==> run_1/gate_families.png <==
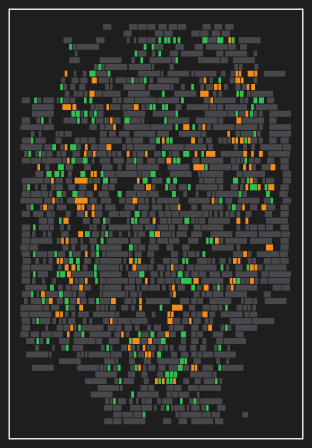
==> run_1/final_congestion.png <==
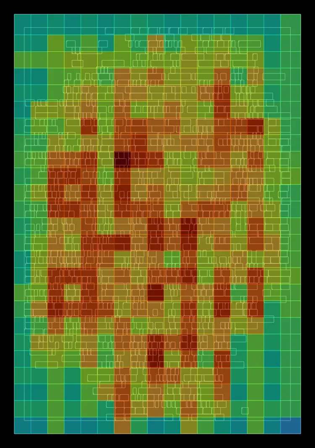
==> run_1/metal_stack.png <==
Scale bar: 20 µm. Only two layers are drawn.
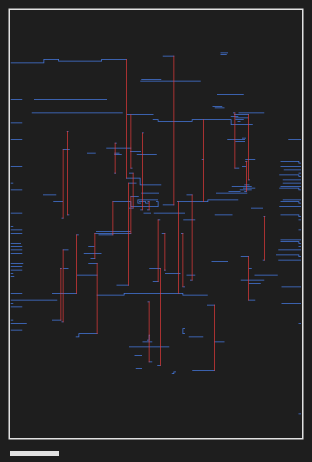
==> run_1/registers.png <==
Scale bar: 20 µm. Other sequential cells in the stronger gray, the rest of the logic in the fainter gray.
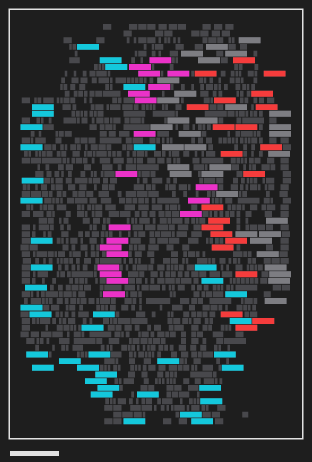
==> config.mk <==
export PLATFORM = sky130hd
export DESIGN_NAME = trend_monitor
export DESIGN_NICKNAME = d
export VERILOG_FILES = /design/src/rtl/trend_monitor_pkg.sv /design/src/rtl/trend_cmp.sv /design/src/rtl/trend_monitor.sv
export SDC_FILE = /design/constraint.sdc
export NUM_CORES = 1
export LEC_CHECK = 0
export CORE_ASPECT_RATIO = 1.5
export CORE_MARGIN = 4
export CORE_UTILIZATION = 50
export DETAILED_ROUTE_END_ITERATION = 10
export PLACE_DENSITY = 0.78
export SLEW_MARGIN = 5
export SYNTH_ARGS = -nofsm -noshare
export SYNTH_HDL_FRONTEND = slang
export SYNTH_SLANG_ARGS = --single-unit
==> constraint.sdc <==
create_clock -name clk -period 12.3 [get_ports clk]
set_input_delay 3.69 -clock clk [delete_from_list [all_inputs] [get_ports clk]]
set_output_delay 3.69 -clock clk [all_outputs]
set_load 0.02 [all_outputs]
==> results.ini, run 1 <==
[pwr]
p_per_area_mw_per_mm2=321
clk-power_uw=489
p_leak_nw=4.70
p_int_mw=1.81
p_sw_share_pct=47.8
power_frac_seq_pct=18.5
clockPowerShare_pct=14.1
vdd_drop_max_mv=0.156
switchingPower_mw=1.66
comb_cell_power_mw=2.34
power_frac_comb_pct=67.4

[hold_path]
whs_path_depth=2

[cells_and_area]
antenna_cells=0
largest_register_ff_count=40
layout-drive-gt1-share_pct=5.11
fin_nets=1374
layout_top_cells=nand2_1, dfrtp_1, o21ai_0
final_area_mm2=0.0108
fillers=1603
layout.area.comb_mm2=0.00582

[timing]
fmax_ghz=0.108
rsz0062_at_grt=no
slew_violations=0
period_needed_ns=9.25
setup_viol=0
period_used_pct=75.2
hold_viol=0
fin_ws_ns=3.05
slew_headroom_pct=20.5
tns_ns=0
finClkSkew_ns=0.00829
tightest_slew_ns=1.18

[critical_path]
reg2reg_depth=18
path_max_fanout=12
reg2reg_slack_ns=6.47
crit_required_ns=12.60
endpoint_kind=flop
criticalPathCategory=input pin to flop
critPathLaunchType=input pin
cp.arrival_ns=9.55

[global_routing]
met3_usage_pct=4.46
grt_max_degree=75
grt_pass1_wl_um=39400
overflow=0
first_global_vias=8514

[run_status]
run_status=complete, no violations

[placement]
place_area_mm2=0.0102
dp_hpwl_um=17900
port_buffers=93
gp_congestion=0.918
place_ws_ns=2.80

[yosys]
ys_ff=115
edf_count=0
yosysChipArea_mm2=0.00920
synth_nets=1304
yosys-stat-cells=1130
synth.avg_cell_area_um2=8.14
synth_cell_types=82
simple_gate_share_pct=20.8
top_area_cell=dfrtp_1
synth_top_area_share_pct=31.3
area_leaders=dfrtp_1, ha_1, o21ai_0
ys_sh_xor_pct=5.33
ff_type=dfrtp_1
netlist_area_mm2=0.00920
synthAdderAreaFrac_pct=11.7
ys_top_logic_family=AND-OR/OR-AND gates
mux_area_share_pct=0.571
yosys.stat.seqShare_pct=31.3
yosysWarnings=0
synthAoiAreaFrac_pct=24.7
async_flop_share_pct=100

[clock_network]
cts_resized=0
clock_latency_ns=0.43
numCtsBuffers=17
clock-sinks=115
cts-htree-levels=4
clockBufferDepth=2
clk_pin_slew_ns=0.06
cts_hold_buf=0
cts_root_buf=clkbuf_16
cts_setup_buffers=0

[floorplan]
die-area_mm2=0.0207
fp.dieH_um=174
fp-utilization_pct=51.1
ioPinCount=94
die_w_um=119
core-area_mm2=0.0180
rows=60

[route]
viasPerCell=6.00
dr.pass1.iters=7
drt_iter0_drc=480
drc=0
drt-total-wl_um=23600

[flow_run]
drv_cap=0
warnings=26

Notes on gate_families.png above:
orange -> NOR gates  # cells 147
green -> NAND gates  # cells 187, where widely spread
logic share of the area: 53.7%
most numerous logic cell after layout: nand2_1
fin cells: 1430

Notes on final_congestion.png above:
met1 usage: 24.6%
GR peak layer: met2
Overall Global Routing Usage: 23.1%
final core occ: 60.1%

Notes on metal_stack.png above:
red -> met4  # wire length 791 µm
blue -> met3  # wire length 1020 µm
via count: 8577
Routed WL per cell: 16.5 µm

Notes on registers.png above:
magenta -> `tol_q`  # flops 20
cyan -> `snap_q`  # flops 40, where widely spread
red -> `cnt_q`  # flops 22
not colored = 33
Seq/total area: 26.6%
seq pwr: 641 µW

-- run 1: routing by layer --
layer	vias to the layer above	share of wire [%]
li1	4219	-
met1	4049	39
met2	242	53
met3	67	4.3
met4	0	3.4
met5	-	0
-- run 1: worst max-delay path, stage by stage --
cell and delay, ns:
clkdlybuf4s50_1 0.45, inv_1 0.07, ha_1 0.27, fa_1 0.42, and2b_1 0.25, o2111ai_2 0.17, a311oi_1 0.75, o211ai_1 0.27
a31oi_1 0.79, a31oi_1 0.15, xnor2_1 0.18, ha_1 0.32, a2111oi_0 0.41, o21ai_0 0.20, a2111oi_0 0.47, o211ai_1 0.15
o211ai_1 0.12, nand3_1 0.12, o2111ai_1 0.19, mux2i_1 0.10
-- run 1: per-stage QoR --
step / power [mW] / std cells
global route: 3.82 / 1430
global placement: 2.87 / 1398
finish: 3.47 / 1430
floorplan: 2.44 / 1130
detailed placement: 2.95 / 1398
CTS: 3.47 / 1430
-- run 1: synth_stat cells (9+ instances only) --
| cell | instances |
|---|---|
| a22o_1 | 13 |
| nand4_1 | 14 |
| nand2b_1 | 9 |
| dfrtp_1 | 115 |
| nand2_1 | 127 |
| nand3_1 | 30 |
| or3_1 | 11 |
| nor3_1 | 29 |
| clkbuf_1 | 33 |
| nor2b_1 | 12 |
| xnor2_1 | 33 |
| o21ai_0 | 111 |
| inv_1 | 86 |
| xor2_1 | 23 |
| o211ai_1 | 16 |
| and3_1 | 11 |
| nor2_1 | 88 |
| a21o_1 | 25 |
| ha_1 | 83 |
| a21oi_1 | 76 |
| o21a_1 | 10 |
| a31oi_1 | 16 |
-- run 1: layout make-up --
cell class	count	area share, %
Clock buffer	20	4.31
Clock inverter	12	1.11
Inverter	86	2.98
Multi-Input combinational cell	883	53.7
Sequential cell	115	26.6
Tap cell	217	2.51
Timing Repair Buffer	97	8.84
==> inputs of run 2 (changes only) <==
clock period = 9.55 ns   (was 12.3 ns; I/O delays follow)
==> run 2 against run 1 <==
Against the previous run:
- core utilization barely moved
- final cell count barely moved
- global-route usage fell by 0.29 points
- register-to-register slack got worse by 2.3 ns
- flip-flop count did not move
- critical path type unchanged
- critical endpoint unchanged
- highest routed layer unchanged
==> results.ini, run 2 <==
[run_status]
run_status=complete, no violations

[floorplan]
fp-utilization_pct=51.1  ; unchanged
fp.dieH_um=174  ; unchanged
ioPinCount=94  ; unchanged
rows=60  ; unchanged
die_w_um=119  ; unchanged
die-area_mm2=0.0207  ; unchanged
core-area_mm2=0.0180  ; unchanged

[route]
drc=0  ; unchanged
viasPerCell=5.93  ; -1.1%
dr.pass1.iters=5  ; -2
drt_iter0_drc=574  ; +20%
vias=8490  ; -1.0%
drt-total-wl_um=23300  ; -1.0%
antenna_left=0

[clock_network]
cts_root_buf=clkbuf_16
clock_latency_ns=0.43  ; about the same
numCtsBuffers=17  ; unchanged
cts_setup_buffers=0  ; unchanged
clockBufferDepth=2  ; unchanged
cts_resized=0  ; unchanged
clock-sinks=115  ; unchanged
clk_pin_slew_ns=0.06  ; about the same
cts-htree-levels=4  ; unchanged
cts_tree=done
cts_hold_buf=0  ; unchanged

[cells_and_area]
layout.area.comb_mm2=0.00582  ; unchanged
fillers=1590  ; -0.81%
fin_nets=1375  ; +0.073%
lay_top_count=nand2_1
syn_to_final_growth_pct=17.9
layout_top_cells=nand2_1, dfrtp_1, o21ai_0
layout-drive-gt1-share_pct=5.19  ; +0.078 points
largest_register_ff_count=40  ; unchanged
antenna_cells=0  ; unchanged
final_cells=1431  ; +0.070%
final_area_mm2=0.0108  ; about the same

[yosys]
synth_cell_types=82  ; unchanged
top_area_cell=dfrtp_1
edf_count=0  ; unchanged
async_flop_share_pct=100  ; unchanged
synth_top_area_share_pct=31.3  ; unchanged
synth_nets=1304  ; unchanged
synth.avg_cell_area_um2=8.14  ; unchanged
area_leaders=dfrtp_1, ha_1, o21ai_0
synthTopCellsByCount=nand2_1, dfrtp_1, o21ai_0
yosysChipArea_mm2=0.00920  ; unchanged
netlist_area_mm2=0.00920  ; unchanged
yosysWarnings=0  ; unchanged
yosys-stat-cells=1130  ; unchanged
yosys.stat.seqShare_pct=31.3  ; unchanged
yosys.cell_count.top_type=nand2_1
ys_ff=115  ; unchanged
syn_inst=1130
ff_type=dfrtp_1

[critical_path]
reg2reg_slack_ns=4.19  ; -2.28 ns
crit_required_ns=9.85  ; -2.75 ns
path_max_fanout=5  ; -7
path_cells=clkdlybuf4s50_1 -> inv_1 -> ha_1 -> fa_1 -> and2b_1 -> o2111ai_2 -> a31o_1 -> a21boi_4 -> or4_4 -> a2111oi_4 -> and3_4 -> a31oi_1 -> xnor2_1 -> ha_1 -> a2111oi_0 -> o21ai_0 -> a2111oi_0 -> o211ai_1 -> o211ai_1 -> nand3_1 -> o2111ai_1 -> mux2i_1
reg2reg_depth=20  ; +2
criticalPathCategory=input pin to flop
max_stage_delay_ns=0.52  ; -0.27 ns
critPathLaunchType=input pin
endpoint_kind=flop
cp.arrival_ns=8.26  ; -1.29 ns
cp_slowest_cell=or4_4

[global_routing]
antenna_found_initial=0
grt_pass1_wl_um=38900  ; -1.3%
grt_max_degree=75  ; unchanged
first_global_vias=8526  ; +0.14%
top_usage_layer=met2
use_met2_pct=42.9
overflow=0  ; unchanged

[timing]
period_needed_ns=7.96
tns_ns=0  ; unchanged
fin_ws_ns=1.59  ; -1.46 ns
slew_headroom_pct=20.3  ; -0.24 points
holdWs_ns=0.493
hold_viol=0  ; unchanged
period_used_pct=83.3
rsz0062_at_grt=no
finClkSkew_ns=0.0123  ; +0.00403 ns
tightest_slew_ns=1.19  ; +0.00364 ns
slew_violations=0  ; unchanged
setup_viol=0  ; unchanged
fmax_ghz=0.126

[hold_path]
hold_path.class=flop to flop
whs_path_depth=2  ; unchanged

[pwr]
p_per_area_mw_per_mm2=412  ; +28%
p_leak_nw=4.72  ; +0.37%
vdd_drop_max_mv=0.205  ; +31%

[placement]
place_area_mm2=0.0103  ; about the same
port_buffers=93  ; unchanged
place_ws_ns=1.16  ; -1.63 ns
dp_hpwl_um=17800  ; -0.57%
dp.cells=1399  ; +0.072%
gp_congestion=0.929  ; +1.3%

[flow_run]
warnings=26  ; unchanged
drv_cap=0  ; unchanged

[run 2: routing by layer]
layer	routed length (µm)	vias to the layer above	share of wire [%]
met5	0	-	0
li1	-	4214	-
met3	877	68	3.8
met1	9260	3988	40
met4	924	0	4.0
met2	12200	220	53
[run 2: logic make-up (layout without fill, tap and decap cells)]
| kind of cell | Yosys count | count (layout) | synth area share (%) |
|---|---|---|---|
| compound gates | 351 | 351 | 24.7 |
| mux | 4 | 4 | 0.571 |
| fa+ha+maj | 85 | 85 | 11.7 |
| flops | 115 | 115 | 31.3 |
| xor+xnor | 56 | 56 | 5.33 |
| buf+inv | 132 | 216 | 5.62 |
| simple gates | 387 | 387 | 20.8 |
[run 2: per-stage QoR]
step	util, %	power [mW]
after floorplan	-	3.14
after global routing	60.2	4.92
after CTS	60.2	4.47
final	60.2	4.47
after detailed placement	56.9	3.80
after global placement	56.9	3.70
[run 2: cell type report]
class | count | share of cell area (%)
inverter | 86 | 2.98
sequential | 115 | 26.5
clock inverter | 15 | 1.50
timing repair buffer | 98 | 8.91
clock buffer | 17 | 3.92
multi-input combinational | 883 | 53.7
tap | 217 | 2.50
[run 2: where the power goes]
part	internal (mW)	leakage, nW	switching [mW]
clock network	0.371	0.285	0.268
logic	1.25	3.02	1.75
registers	0.704	1.42	0.119
[run 2: critical path: cells and delay by family]
| kind | cells | cell delay, ns |
|---|---|---|
| AOI/OAI and AO/OA | 11 | 2.48 |
| xor gates and xnor gates | 1 | 0.16 |
| adders and majority gates | 3 | 0.99 |
| buffers and inverters | 2 | 0.52 |
| muxes | 1 | 0.10 |
| and+or+nand+nor | 4 | 1.14 |
==> run_2/final_congestion.png <==
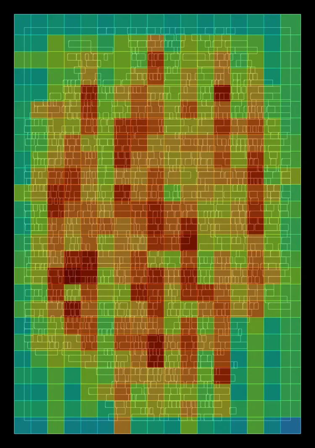
global routing met3 resource utilization: 4.33%
Overall Global Routing Usage: 22.8%
Routed WL per cell: 16.3 µm
met1 usage: 24.0%

==> run_2/registers.png <==
Scale bar: 20 µm. Other sequential cells in the stronger gray, the rest of the logic in the fainter gray.
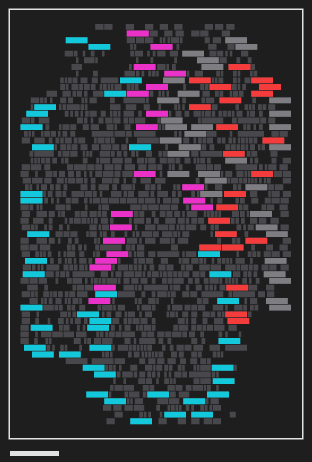
magenta -> `tol_q`  # flops 20
cyan -> `snap_q`  # flops 40, where widely spread
red -> `cnt_q`  # flops 22
seq pwr: 823 µW
final core occ: 60.2%
FF/Latch Area: 0.00288 mm²

Power figures rest on the tool's default switching activity, not on a simulated workload.
